[src/rtl/mem_bus_arbiter_pkg.sv]
// Shared types and constants for the instruction/data memory bus arbiter.
package mem_bus_arbiter_pkg;

  typedef enum logic [1:0] {
    IDLE   = 2'd0,
    BUSY_I = 2'd1,
    BUSY_D = 2'd2
  } arb_state_t;

  typedef enum logic {
    GNT_I = 1'b0,
    GNT_D = 1'b1
  } grant_t;

  // Fetches are always 4-byte accesses.
  localparam logic [2:0] MSIZE4 = 3'b010;

  function automatic grant_t other_grant(input grant_t g);
    return (g == GNT_I) ? GNT_D : GNT_I;
  endfunction

endpackage

[src/rtl/mem_bus_arbiter_arb_pick.sv]
// Two-input requester chooser: fixed priority (data wins) or round-robin
// against the previous grant when both requesters are eligible.
module arb_pick
  import mem_bus_arbiter_pkg::*;
#(
  parameter int ARB_MODE = 0
) (
  input  logic   elig_i,
  input  logic   elig_d,
  input  grant_t last_grant,
  output logic   gnt_valid,
  output grant_t gnt
);

  // Pick a winner from the eligibility bits.
  always_comb begin
    gnt_valid = elig_i | elig_d;
    gnt       = GNT_I;
    if (elig_i && elig_d) begin
      if (ARB_MODE == 0) begin
        gnt = GNT_D;
      end else begin
        gnt = other_grant(last_grant);
      end
    end else if (elig_d) begin
      gnt = GNT_D;
    end
  end

endmodule

[src/rtl/mem_bus_arbiter.sv]
// Shares one external memory port between the fetch and load/store units.
// One transaction at a time, latched onto the bus, response routed back to
// its owner, optional watchdog abort on a stalled bus.
//
// state  | meaning
// IDLE   | no bus cycle; arbitrate eligible requests
// BUSY_I | fetch transaction on the bus, waiting for bus_ready
// BUSY_D | data transaction on the bus, waiting for bus_ready
module mem_bus_arbiter
  import mem_bus_arbiter_pkg::*;
#(
  parameter int ARB_MODE = 0,
  parameter int TIMEOUT  = 256,
  parameter int CNT_W    = 9
) (
  input  logic        clk,
  input  logic        rst,
  input  logic        i_valid,
  input  logic [63:0] i_addr,
  output logic        i_data_ok,
  output logic [31:0] i_data,
  output logic        i_err,
  input  logic        d_valid,
  input  logic        d_write,
  input  logic [2:0]  d_size,
  input  logic [63:0] d_addr,
  input  logic [7:0]  d_strobe,
  input  logic [63:0] d_wdata,
  output logic        d_data_ok,
  output logic [63:0] d_rdata,
  output logic        d_err,
  output logic        bus_valid,
  output logic        bus_write,
  output logic [2:0]  bus_size,
  output logic [63:0] bus_addr,
  output logic [7:0]  bus_strobe,
  output logic [63:0] bus_wdata,
  input  logic        bus_ready,
  input  logic [63:0] bus_rdata
);

  localparam bit              WDOG_EN = (TIMEOUT != 0);
  localparam int              TC_INT  = (TIMEOUT > 0) ? TIMEOUT - 1 : 0;
  localparam logic [CNT_W-1:0] CNT_TC = CNT_W'(TC_INT);

  arb_state_t       state, state_nxt;
  grant_t           last_grant;
  grant_t           pick_gnt;
  logic             pick_valid;
  logic             elig_i, elig_d;
  logic             take_grant;
  logic             done, abort;
  logic             busy;
  logic [CNT_W-1:0] cnt;

  // A requester whose response is being delivered this cycle is not
  // eligible, so a still-held valid cannot trigger a duplicate grant.
  assign elig_i = i_valid & ~i_data_ok;
  assign elig_d = d_valid & ~d_data_ok;

  assign busy      = (state != IDLE);
  assign bus_valid = busy;

  arb_pick #(
    .ARB_MODE (ARB_MODE)
  ) u_pick (
    .elig_i     (elig_i),
    .elig_d     (elig_d),
    .last_grant (last_grant),
    .gnt_valid  (pick_valid),
    .gnt        (pick_gnt)
  );

  // FSM state register.
  always_ff @(posedge clk or posedge rst) begin
    if (rst) begin
      state <= IDLE;
    end else begin
      state <= state_nxt;
    end
  end

  // Next state; bus_ready takes precedence over a watchdog expiry.
  always_comb begin
    state_nxt  = state;
    take_grant = 1'b0;
    done       = 1'b0;
    abort      = 1'b0;
    case (state)
      IDLE: begin
        if (pick_valid) begin
          take_grant = 1'b1;
          state_nxt  = (pick_gnt == GNT_D) ? BUSY_D : BUSY_I;
        end
      end
      BUSY_I, BUSY_D: begin
        if (bus_ready) begin
          done      = 1'b1;
          state_nxt = IDLE;
        end else if (WDOG_EN && (cnt == CNT_TC)) begin
          abort     = 1'b1;
          state_nxt = IDLE;
        end
      end
      default: state_nxt = IDLE;
    endcase
  end

  // Latch the granted request onto the bus; held stable while busy.
  always_ff @(posedge clk or posedge rst) begin
    if (rst) begin
      bus_write  <= 1'b0;
      bus_size   <= 3'b000;
      bus_addr   <= 64'd0;
      bus_strobe <= 8'd0;
      bus_wdata  <= 64'd0;
      last_grant <= GNT_I;
    end else if (take_grant) begin
      last_grant <= pick_gnt;
      if (pick_gnt == GNT_D) begin
        bus_write  <= d_write;
        bus_size   <= d_size;
        bus_addr   <= d_addr;
        bus_strobe <= d_strobe;
        bus_wdata  <= d_wdata;
      end else begin
        bus_write  <= 1'b0;
        bus_size   <= MSIZE4;
        bus_addr   <= i_addr;
        bus_strobe <= 8'd0;
        bus_wdata  <= 64'd0;
      end
    end
  end

  // Watchdog: cleared on grant, counts busy cycles.
  always_ff @(posedge clk or posedge rst) begin
    if (rst) begin
      cnt <= '0;
    end else if (take_grant) begin
      cnt <= '0;
    end else if (busy) begin
      cnt <= cnt + CNT_W'(1);
    end
  end

  // Route the response to the owner; data holds until that port's next pulse.
  always_ff @(posedge clk or posedge rst) begin
    if (rst) begin
      i_data_ok <= 1'b0;
      i_err     <= 1'b0;
      i_data    <= 32'd0;
      d_data_ok <= 1'b0;
      d_err     <= 1'b0;
      d_rdata   <= 64'd0;
    end else begin
      i_data_ok <= 1'b0;
      i_err     <= 1'b0;
      d_data_ok <= 1'b0;
      d_err     <= 1'b0;
      if ((state == BUSY_I) && (done || abort)) begin
        i_data_ok <= 1'b1;
        i_err     <= abort;
        if (abort) begin
          i_data <= 32'd0;
        end else begin
          i_data <= bus_addr[2] ? bus_rdata[63:32] : bus_rdata[31:0];
        end
      end
      if ((state == BUSY_D) && (done || abort)) begin
        d_data_ok <= 1'b1;
        d_err     <= abort;
        d_rdata   <= (abort || bus_write) ? 64'd0 : bus_rdata;
      end
    end
  end

endmodule
[config.mk]
export PLATFORM = sky130hd
export DESIGN_NAME = mem_bus_arbiter
export DESIGN_NICKNAME = d
export VERILOG_FILES = /design/src/rtl/mem_bus_arbiter_pkg.sv /design/src/rtl/mem_bus_arbiter_arb_pick.sv /design/src/rtl/mem_bus_arbiter.sv
export SDC_FILE = /design/constraint.sdc
export NUM_CORES = 1
export LEC_CHECK = 0
export ABC_CLOCK_PERIOD_IN_PS = 11200
export CAP_MARGIN = 20
export CORE_AREA = 2 2 198 200
export CTS_CLUSTER_DIAMETER = 50
export DETAILED_ROUTE_END_ITERATION = 6
export DIE_AREA = 0 0 200 202
export PLACE_DENSITY = 0.63
export SLEW_MARGIN = 25
export SYNTH_ARGS = -nofsm -noshare
export SYNTH_HDL_FRONTEND = slang
export SYNTH_SLANG_ARGS = --single-unit
[constraint.sdc]
create_clock -name clk -period 11.2 [get_ports clk]
set_clock_uncertainty 0.15 [all_clocks]
set_input_delay 2.24 -clock clk [delete_from_list [all_inputs] [get_ports clk]]
set_output_delay 2.24 -clock clk [all_outputs]
set_load 0.01 [all_outputs]
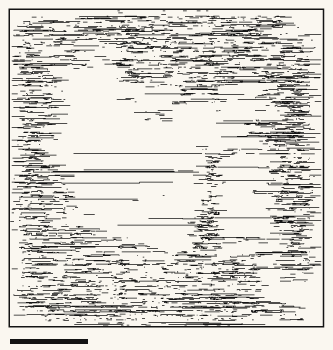
Run 1: metal 1
Scale bar: 50 um.
- longest straight run: 94.8 um
- wire length on this layer: 13900 um
- main direction: horizontal
- share of all routed wire: 40%
total number of vias: 8329
final wirelength: 34900 um
met1 capacity usage during global routing: 0.204

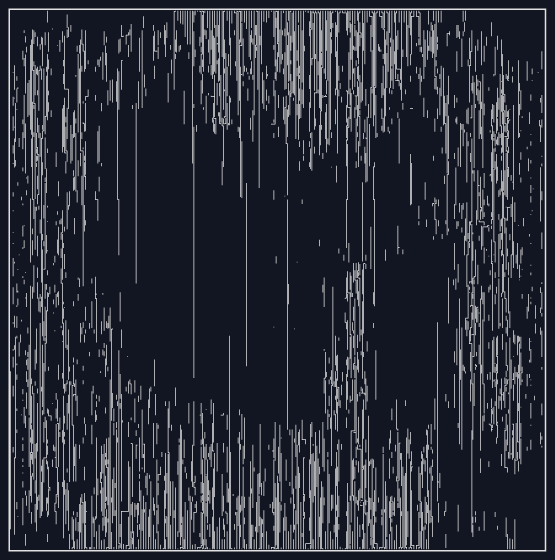
Run 1: M2 wires
- main direction: vertical
- share of all routed wire: 48%
- longest straight run: 93.8 um
- wire length on this layer: 16700 um
GR Util met2: 0.286

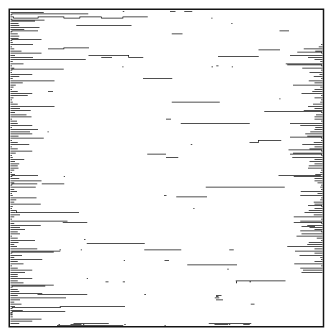
Run 1: the metal 3 layer
- share of all routed wire: 9.2%
- longest straight run: 50.1 um
- nets with wire on the layer: 281
met3 GRT Util: 0.0537

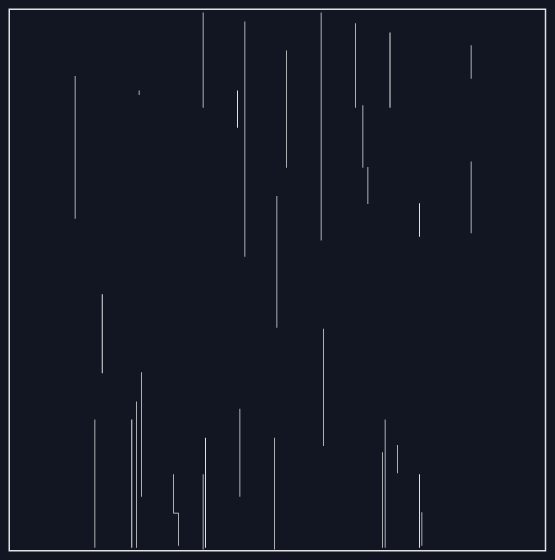
Run 1: signal wires on met4
- share of all routed wire: 3.1%
- nets with wire on the layer: 20
- main direction: vertical
- wire length on this layer: 1090 um

==> flow_summary.toml, run 1 <==
# flow metrics
[run_status]
status = "finished, final reports clean"

[final_timing]
setup_tns_ns = 0
relSlewSlack = 0.339
fin_crit_sh = 0.430
hold_viol_final = 0
setup_viol = 0
max_freq_ghz = 0.208
period_minus_slack_ns = 4.82
fin_ws_ns = 6.38

[logic_synthesis]
ys_ff = 251
top_cell = "dfrtp_1"
ys_sh_adder = 0.00625
edf_count = 0
ys_cells = 805
simple_gate_area_frac = 0.0520
synthTopLogicFamily = "AND-OR/OR-AND gates"
area_leaders = "dfrtp_1 63%, a22o_1 12%, mux2i_1 9.8%"
yosysSeqAreaShare = 0.627
syn_inst = 805
synth_area_um2 = 10000
compound_area_frac = 0.179
synth_cell_type_count = 26
yosysWarnings = 0
ys_sh_mux = 0.0980
ys.flop_type = "dfrtp_1"

[power_and_ir_drop]
power_switching_mw = 1.46
p_per_area_nw_per_um2 = 264
p_seq_mw = 1.52
top_power_group = "combinational logic"
p_comb_frac = 0.428
p_leak_nw = 7.27
ir_drop_v = 0.000133
pg_clk_uw = 981
p_int_mw = 2.92
clkPwrFrac = 0.224

[hold_path]
min_from = "cnt[7]$_DFFE_PP0P_"
worstHoldPathType = "reg2reg"

[setup_path]
cp_num_buf_inv = 3
cpPeakStageDelay_ns = 0.75
r2r_cells = 7
crit_start = "d_valid"
end_kind = "register"
cp_cell_sequence = "clkdlybuf4s50_1 -> nand2b_4 -> a21o_4 -> buf_4 -> buf_4 -> o21ai_0"
path_depth = 6
worstReg2RegEnd = "bus_addr[14]$_DFFE_PP0P_"
cpMostUsedCell = "buf_4"
crit_type = "in2reg"
crit_slowest_cell = "buf_4"

[placed_design]
dp.cells = 1781
placed_area_um2 = 15600
dp_hpwl_um = 25300
preCtsSetupSlack_ns = 5.79

[final_layout]
bufAreaShareNonClock = 0.315
fin_util = 0.433
reg_top3 = "bus_addr x64, bus_wdata x64, d_rdata x64"
sh_comb_area = 0.204
finalNetCount = 1574
final_cell_mix = "513 x clkdlybuf4s50_1, 250 x dfrtp_1, 141 x a22o_1, 105 x nand2_1, 98 x mux2i_1"
final_area_um2 = 16600
final-clk-cell-share = 0.0607
final_cells = 1833
nClkBuffers = 40

[cts]
clockBufferDepth = 3
tritoncts = "done"
root_buffer = "clkbuf_16"
ctsResizeCount = 0
post-cts-setup-buffers = 0

[routing]
drt_iter0_markers = 331
dr_wl_met2_um = 16700
firstDrtPassIters = 4
dr_wl_met3_um = 3210
wl_met1_um = 13900
wl_per_cell_um = 19.0

[floorplan]
io_pins = 514
fp_util = 0.261
core_area_um2 = 38300
fp.dieArea_um2 = 40400
dieHeight_um = 202
tapCellCount = 518

[global_routing]
grt_usage = 0.169
grt_max_degree = 116
==> run 2: changes to the inputs <==
- ABC_CLOCK_PERIOD_IN_PS: 11200 -> 4200
- CORE_AREA: 2 2 198 200 -> 2 2 203 205
- DIE_AREA: 0 0 200 202 -> 0 0 205 207
- clock period: 11.2 -> 4.2 ns (I/O delays scaled with it)
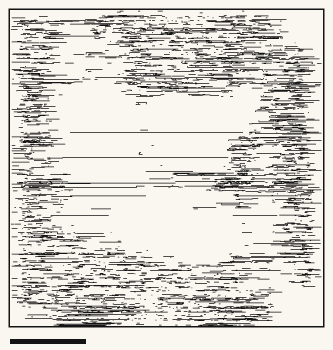
Run 2: metal 1
Scale bar: 50 um.
- share of all routed wire: 41%
- wire length on this layer: 14000 um
met1 capacity usage during global routing: 0.191
final wirelength: 34500 um

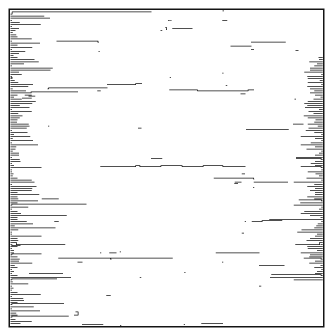
Run 2: the metal 3 layer
- share of all routed wire: 8.6%
- main direction: horizontal
- wire length on this layer: 2970 um
total number of vias: 8322
met3 GRT Util: 0.0516

==> flow_summary.toml, run 2 <==
# flow metrics
[power_and_ir_drop]
p_comb_frac = 0.421
top_power_group = "combinational logic"
p_int_mw = 7.94
clkPwrFrac = 0.239
ir_drop_v = 0.000279
power_switching_mw = 3.98
pg_clk_mw = 2.85
p_leak_nw = 7.37

[logic_synthesis]
area_leaders = "dfrtp_1 63%, a22o_1 12%, mux2i_1 9.8%"
ys_cells = 805
simple_gate_area_frac = 0.0520
synth_cell_type_count = 26
synthTopLogicFamily = "AND-OR/OR-AND gates"
syn_inst = 805
ys_sh_mux = 0.0980
compound_area_frac = 0.179
edf_count = 0
ys_sh_adder = 0.00625
ys_ff = 251
yosysWarnings = 0
yosysSeqAreaShare = 0.627

[setup_path]
end_kind = "primary output"
cp_num_buf_inv = 3
cpPeakStageDelay_ns = 0.62
r2r_cells = 9
cp_cell_sequence = "inv_1 -> ha_1 -> inv_2 -> clkdlybuf4s50_1"
crit_slowest_cell = "clkdlybuf4s50_1"
crit_type = "reg2out"
crit_start = "state[1]$_DFFE_PP0P_"
crit_fanout = 9

[final_layout]
nClkBuffers = 45
final-clk-cell-share = 0.0671
sh_comb_area = 0.201
final_cell_mix = "513 x clkdlybuf4s50_1, 250 x dfrtp_1, 141 x a22o_1, 105 x nand2_1, 98 x mux2i_1"
finalNetCount = 1586
final_area_um2 = 16800
final_cells = 1868
bufAreaShareNonClock = 0.317
fin_util = 0.417

[placed_design]
dp.cells = 1803
placed_area_um2 = 15700
preCtsSetupSlack_ns = 1.20
dp_hpwl_um = 25200

[global_routing]
grt_max_degree = 98
grt_usage = 0.160

[routing]
dr_wl_met2_um = 16600
drt_iter0_markers = 470
firstDrtPassIters = 6
wl_met1_um = 14000
wl_per_cell_um = 18.5

[final_timing]
relSlewSlack = 0.475
fin_crit_sh = 0.732
setup_viol = 0
period_minus_slack_ns = 3.07
setup_tns_ns = 0
hold_viol_final = 0
finalMaxSlewViolations = 0

[hold_path]
worstHoldPathType = "reg2reg"

[floorplan]
fp_util = 0.248
tapCellCount = 532
core_area_um2 = 40400
fp.dieArea_um2 = 42400

[cts]
tritoncts = "done"

[run_status]
status = "finished, final reports clean"
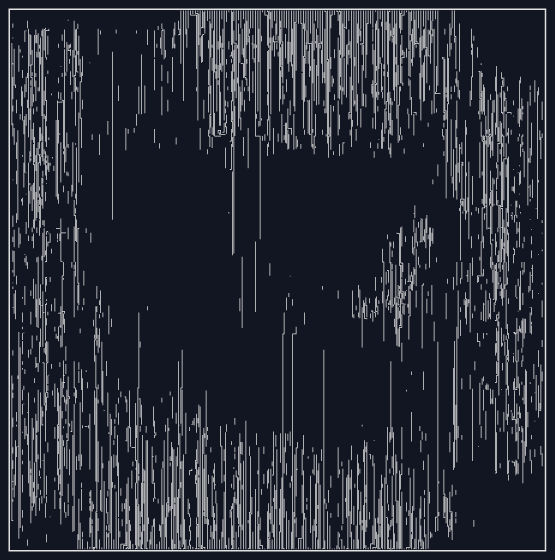
Run 2: M2 wires
- share of all routed wire: 48%
- main direction: vertical
- nets with wire on the layer: 1370
GR Util met2: 0.264

